File: src/rtl/tx_fcs_pad.sv
// tx_fcs_pad: Ethernet TX framer stage. Passes frame bytes through one output
// register, optionally zero-pads short frames to MIN_LEN and appends an
// IEEE 802.3 CRC-32 FCS. Reports per-frame completion and emitted length.
module tx_fcs_pad #(
  parameter int MIN_LEN = 60
) (
  input  logic        clk,
  input  logic        rst_n,
  input  logic [7:0]  in_data,
  input  logic        in_valid,
  input  logic        in_eof,
  output logic        in_ready,
  input  logic        cfg_pad_en,
  input  logic        cfg_crc_en,
  output logic [7:0]  out_data,
  output logic        out_valid,
  output logic        out_eof,
  input  logic        out_ready,
  output logic        frame_done,
  output logic [10:0] frame_len
);

  localparam logic [10:0] MIN_L    = 11'(MIN_LEN);
  localparam logic [31:0] CRC_INIT = 32'hFFFF_FFFF;

  typedef enum logic [1:0] {IDLE, DATA, PAD, FCS} state_t;

  state_t      state, state_d;
  logic [10:0] count;
  logic [31:0] crc;
  logic [1:0]  fcs_idx;
  logic        pad_q, crc_q;
  logic [10:0] len_q;

  logic        load, in_xfer, pad_use, crc_use;
  logic [10:0] cnt_base, cnt_inc, len_d;
  logic [31:0] crc_base;
  logic [7:0]  byte_d, fcs_byte;
  logic        eof_d, out_load;

  // Reflected CRC-32 update, one byte, LSB first.
  function automatic logic [31:0] crc_byte(input logic [31:0] c, input logic [7:0] d);
    logic [31:0] r;
    r = c ^ {24'd0, d};
    for (int i = 0; i < 8; i++)
      r = r[0] ? ((r >> 1) ^ 32'hEDB8_8320) : (r >> 1);
    return r;
  endfunction

  // Add that sticks at 2047 instead of wrapping.
  function automatic logic [10:0] sat_add(input logic [10:0] a, input logic [2:0] b);
    logic [11:0] s;
    s = {1'b0, a} + {9'd0, b};
    return s[11] ? 11'h7FF : s[10:0];
  endfunction

  // The output register may take a new byte when empty or being drained.
  assign load     = !out_valid || out_ready;
  assign in_ready = ((state == IDLE) || (state == DATA)) && load;
  assign in_xfer  = in_valid && in_ready;

  // Config comes straight from the ports on the first byte, then from the latch.
  assign pad_use  = (state == IDLE) ? cfg_pad_en : pad_q;
  assign crc_use  = (state == IDLE) ? cfg_crc_en : crc_q;
  assign cnt_base = (state == IDLE) ? 11'd0 : count;
  assign crc_base = (state == IDLE) ? CRC_INIT : crc;
  assign cnt_inc  = sat_add(cnt_base, 3'd1);

  // FCS byte selection, least significant byte of the inverted CRC first.
  always_comb begin
    fcs_byte = 8'h00;
    case (fcs_idx)
      2'd0: fcs_byte = ~crc[7:0];
      2'd1: fcs_byte = ~crc[15:8];
      2'd2: fcs_byte = ~crc[23:16];
      2'd3: fcs_byte = ~crc[31:24];
      default: fcs_byte = 8'h00;
    endcase
  end

  // Next-state and output-register load decode.
  always_comb begin
    state_d  = state;
    byte_d   = in_data;
    eof_d    = 1'b0;
    out_load = 1'b0;
    len_d    = cnt_inc;
    unique case (state)
      IDLE, DATA: begin
        if (in_xfer) begin
          out_load = 1'b1;
          state_d  = DATA;
          if (in_eof) begin
            if (pad_use && (cnt_inc < MIN_L)) state_d = PAD;
            else if (crc_use)                 state_d = FCS;
            else begin
              state_d = IDLE;
              eof_d   = 1'b1;
            end
          end
        end
      end
      PAD: begin
        byte_d = 8'h00;
        if (load) begin
          out_load = 1'b1;
          if (cnt_inc >= MIN_L) begin
            if (crc_q) state_d = FCS;
            else begin
              state_d = IDLE;
              eof_d   = 1'b1;
            end
          end
        end
      end
      FCS: begin
        byte_d = fcs_byte;
        len_d  = sat_add(count, 3'd4);
        if (load) begin
          out_load = 1'b1;
          if (fcs_idx == 2'd3) begin
            state_d = IDLE;
            eof_d   = 1'b1;
          end
        end
      end
      default: state_d = IDLE;
    endcase
  end

  // State register.
  always_ff @(posedge clk) begin
    if (!rst_n) state <= IDLE;
    else        state <= state_d;
  end

  // Output register, counter, CRC and completion reporting.
  always_ff @(posedge clk) begin
    if (!rst_n) begin
      out_valid  <= 1'b0;
      out_eof    <= 1'b0;
      out_data   <= 8'h00;
      frame_done <= 1'b0;
      frame_len  <= 11'd0;
      count      <= 11'd0;
      crc        <= CRC_INIT;
      fcs_idx    <= 2'd0;
      pad_q      <= 1'b0;
      crc_q      <= 1'b0;
      len_q      <= 11'd0;
    end else begin
      // len_q is only rewritten on the next eof load, which cannot happen
      // before the current eof byte has left the register.
      frame_done <= out_valid && out_ready && out_eof;
      if (out_valid && out_ready && out_eof) frame_len <= len_q;

      if (load) begin
        out_valid <= out_load;
        out_eof   <= out_load && eof_d;
        if (out_load) out_data <= byte_d;
      end

      if (in_xfer && (state == IDLE)) begin
        pad_q <= cfg_pad_en;
        crc_q <= cfg_crc_en;
      end

      // Data and pad bytes feed the CRC; FCS bytes leave it frozen.
      if (in_xfer || ((state == PAD) && load)) begin
        count <= cnt_inc;
        crc   <= crc_byte(crc_base, byte_d);
      end

      if ((state == FCS) && load) fcs_idx <= fcs_idx + 2'd1;
      else if (state != FCS)      fcs_idx <= 2'd0;

      // Closing byte: remember the length and park counter/CRC at their start values.
      if (out_load && eof_d) begin
        len_q <= len_d;
        count <= 11'd0;
        crc   <= CRC_INIT;
      end
    end
  end

endmodule

File: config.mk
export PLATFORM = sky130hd
export DESIGN_NAME = tx_fcs_pad
export DESIGN_NICKNAME = d
export VERILOG_FILES = /design/src/rtl/tx_fcs_pad.sv
export SDC_FILE = /design/constraint.sdc
export NUM_CORES = 1
export LEC_CHECK = 0
export ABC_CLOCK_PERIOD_IN_PS = 4200
export CAP_MARGIN = 20
export CELL_PAD_IN_SITES_DETAIL_PLACEMENT = 1
export CELL_PAD_IN_SITES_GLOBAL_PLACEMENT = 1
export CORE_ASPECT_RATIO = 1.75
export CORE_MARGIN = 4
export CORE_UTILIZATION = 44
export DETAILED_ROUTE_END_ITERATION = 8
export HOLD_SLACK_MARGIN = 0.1
export PLACE_DENSITY = 0.77
export SKIP_LAST_GASP = 1
export SYNTH_ARGS = -nofsm -noshare
export SYNTH_HDL_FRONTEND = slang
export SYNTH_SLANG_ARGS = --single-unit
export TNS_END_PERCENT = 100
File: constraint.sdc
create_clock -name clk -period 4.2 [get_ports clk]
set_input_delay 0.84 -clock clk [delete_from_list [all_inputs] [get_ports clk]]
set_output_delay 0.84 -clock clk [all_outputs]
set_load 0.01 [all_outputs]
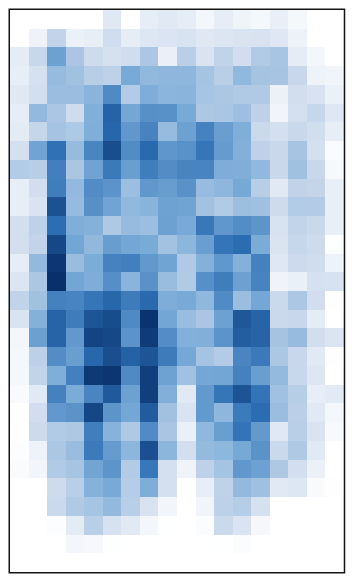
Fig. 1. Routed metal per tile.
18 x 30 tiles, from white (low) to dark blue (high), scaled to the fullest tile. Values are wire area over tile area, all layers added.
28% of the tiles are over half the peak. 14% of the tiles are nearly empty. The fullest tile reaches 0.58. The mean over all tiles is 0.20.

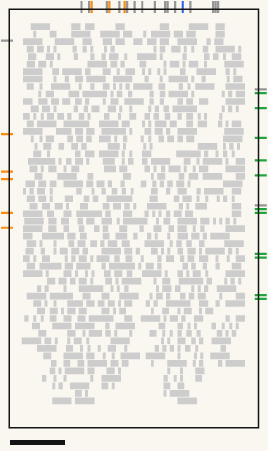
Fig. 2. Pin placement.
Scale bar: 20 um. Pins as bars across the die edge, other pins in gray.
Blue stands for cfg_crc_en, pins 1, direction input, edge top. Green stands for frame_len, pins 11, direction output, edge right. Orange stands for in_data, pins 8, direction input, edge 5 left, 3 top.
All pins by edge: 19 top, 13 right, 6 left.
Port Buffers: 37
die height: 152 um
die width: 90.0 um

==> flow_summary.yaml <==
# physical design summary
worst_setup_path:
  crit_arrival_ns: 3.91
  path_max_fanout: 8
  cp-startpoint: "fcs_idx[1]"
  critPathRequiredTime_ns: 4.46
  reg2regPathDepth: 10
  endpoint_kind: "flip-flop"
  r2r_slack_ns: 0.55
  reg2reg_to: "crc[20]"
  cp-start-kind: "flip-flop"
  worstSetupPathType: "flip-flop to flip-flop"
  crit_end: "crc[20]"
power_and_ir_drop:
  switching_share_pct: 40.1
  p_int_w: 0.00187
  p_comb_share_pct: 41.1
  vdd_drop_max_uv: 307
  clock_power_share_pct: 25.2
  power.density_nw_per_um2: 524
  p_switching_w: 0.00125
  p_seq_share_pct: 33.7
grt:
  antenna_found_initial: 0
  grt_use_met1_pct: 25.1
  grt_use_met3_pct: 2.82
  grt_max_degree: 43
  global_route.overflow_total: 0
  grtUsageMet2_pct: 50.1
  track_usage_pct: 25.5
sta:
  slew_headroom_pct: 43.3
  skew_ns: 0.00865
  max_freq_mhz: 274
  worst_pin_slew_ns: 0.849
  slew_viol_final: 0
  hold_viol_final: 0
  rsz0062_at_grt: "no"
  setup_viol: 0
logic_synthesis:
  top_cell_area_share_pct: 31.7
  synth.most_common_cell: "nand2_1"
  edf_count: 0
  ys_cells: 663
  syn_area_um2: 5180
  yosysUniqueCellTypes: 69
  synthTopCellsByCount: "nand2_1, nor2_1, dfxtp_1, xnor2_1, a21oi_1"
  fp_nets: 684
  top_area_cell: "dfxtp_1"
  synth_seq_share_pct: 31.7
  ys.flops: 82
  area_leaders: "dfxtp_1, xnor2_1, nand2_1"
  ff_type: "dfxtp_1"
finish:
  area_growth_pct: 14.8
  nFillCells: 1402
  final_layout_top_logic_cell: "nand2_1"
  antenna_cells: 0
  largest_reg_flops: 32
  final_cell_mix: "nand2_1, nor2_1, dfxtp_1, xnor2_1, a21oi_1"
  drive_above_1_share_pct: 7.91
  nets: 699
route:
  vias: 4936
  route.met3.wl_um: 415
  wl_um: 17000
  top_layer_used: "met4"
  wl_met2_um: 9570
  drcViolationCount: 0
  final_antenna_net_count: 0
  wl_met1_um: 6020
  viasPerCell: 6.03
  drtPass1Iterations: 4
clock_tree:
  clock_path_buffers: 2
  cts_resized: 0
  cts_tree: "done"
  htreeDepth: 3
  cts_root_buf: "clkbuf_16"
  postCtsHoldBufs: 0
  clock_sinks: 82
hold_path:
  hp-class: "flip-flop to flip-flop"
  whs_path_depth: 2
  hold_start: "len_q[6]"
die:
  core-area_um2: 11600
  ioPinCount: 38
  row_count: 52
  fp_util_pct: 44.7
status:
  status: "finished clean"
run:
  warning_count: 29
placement:
  place.gp.congestion: 0.903
-- critical path, stage by stage (launching register included) --
cell and delay (ns):
dfxtp_1 0.39, inv_1 0.09, ha_1 0.29, nor2b_1 0.17
a2111oi_1 0.72, o32ai_1 0.21, a22oi_1 0.66, xnor2_2 0.34
xnor2_1 0.32, nand2_1 0.14, o2111ai_1 0.23
-- through the flow --
| stage | cells | power [W] | area [um^2] | hold slack [ns] | setup slack (ns) |
|---|---|---|---|---|---|
| detailed placement | 802 | 0.00233 | 5660 | 0.448 | 0.638 |
| finish | 818 | 0.00312 | 5950 | 0.455 | 0.551 |
| floorplan | 663 | 0.00196 | 5180 | 0.432 | 0.377 |
| CTS | 818 | 0.00314 | 5950 | 0.457 | 0.548 |
| global placement | 802 | 0.00230 | 5660 | 0.440 | 0.699 |
| global route | 818 | 0.00328 | 5950 | 0.472 | 0.247 |
-- final cells by class --
type	count	area, um^2	area share (%)
Tap cell	135	169	2.84
Timing Repair Buffer	50	480	8.08
Clock inverter	6	50.0	0.841
Inverter	16	60.1	1.01
Sequential cell	82	1640	27.6
Multi-Input combinational cell	519	3310	55.6
Clock buffer	10	239	4.02
-- power by group through the flow --
stage	clock network [W]	logic [W]	registers, W
floorplan	0	0.000962	0.00100
CTS	0.000801	0.00129	0.00105
global route	0.000827	0.00139	0.00106
detailed placement	0	0.00127	0.00106
finish	0.000786	0.00128	0.00105
global placement	0	0.00124	0.00106
-- kinds of logic (layout without fill, tap and decap cells) --
logic type               count (synthesis)  in the layout  synth area share, %
flip-flops                              82             82                 31.7
AND-OR/OR-AND                          149            149                 21.5
buffers and inverters                   62             82                 4.71
AND/OR/NAND/NOR                        281            281                 24.9
XOR/XNOR                                72             72                 13.6
adder cells (fa/ha/maj)                  6              6                 1.45
multiplexers                            11             11                 2.15
Power figures rest on the tool's default switching activity, not on a simulated workload.
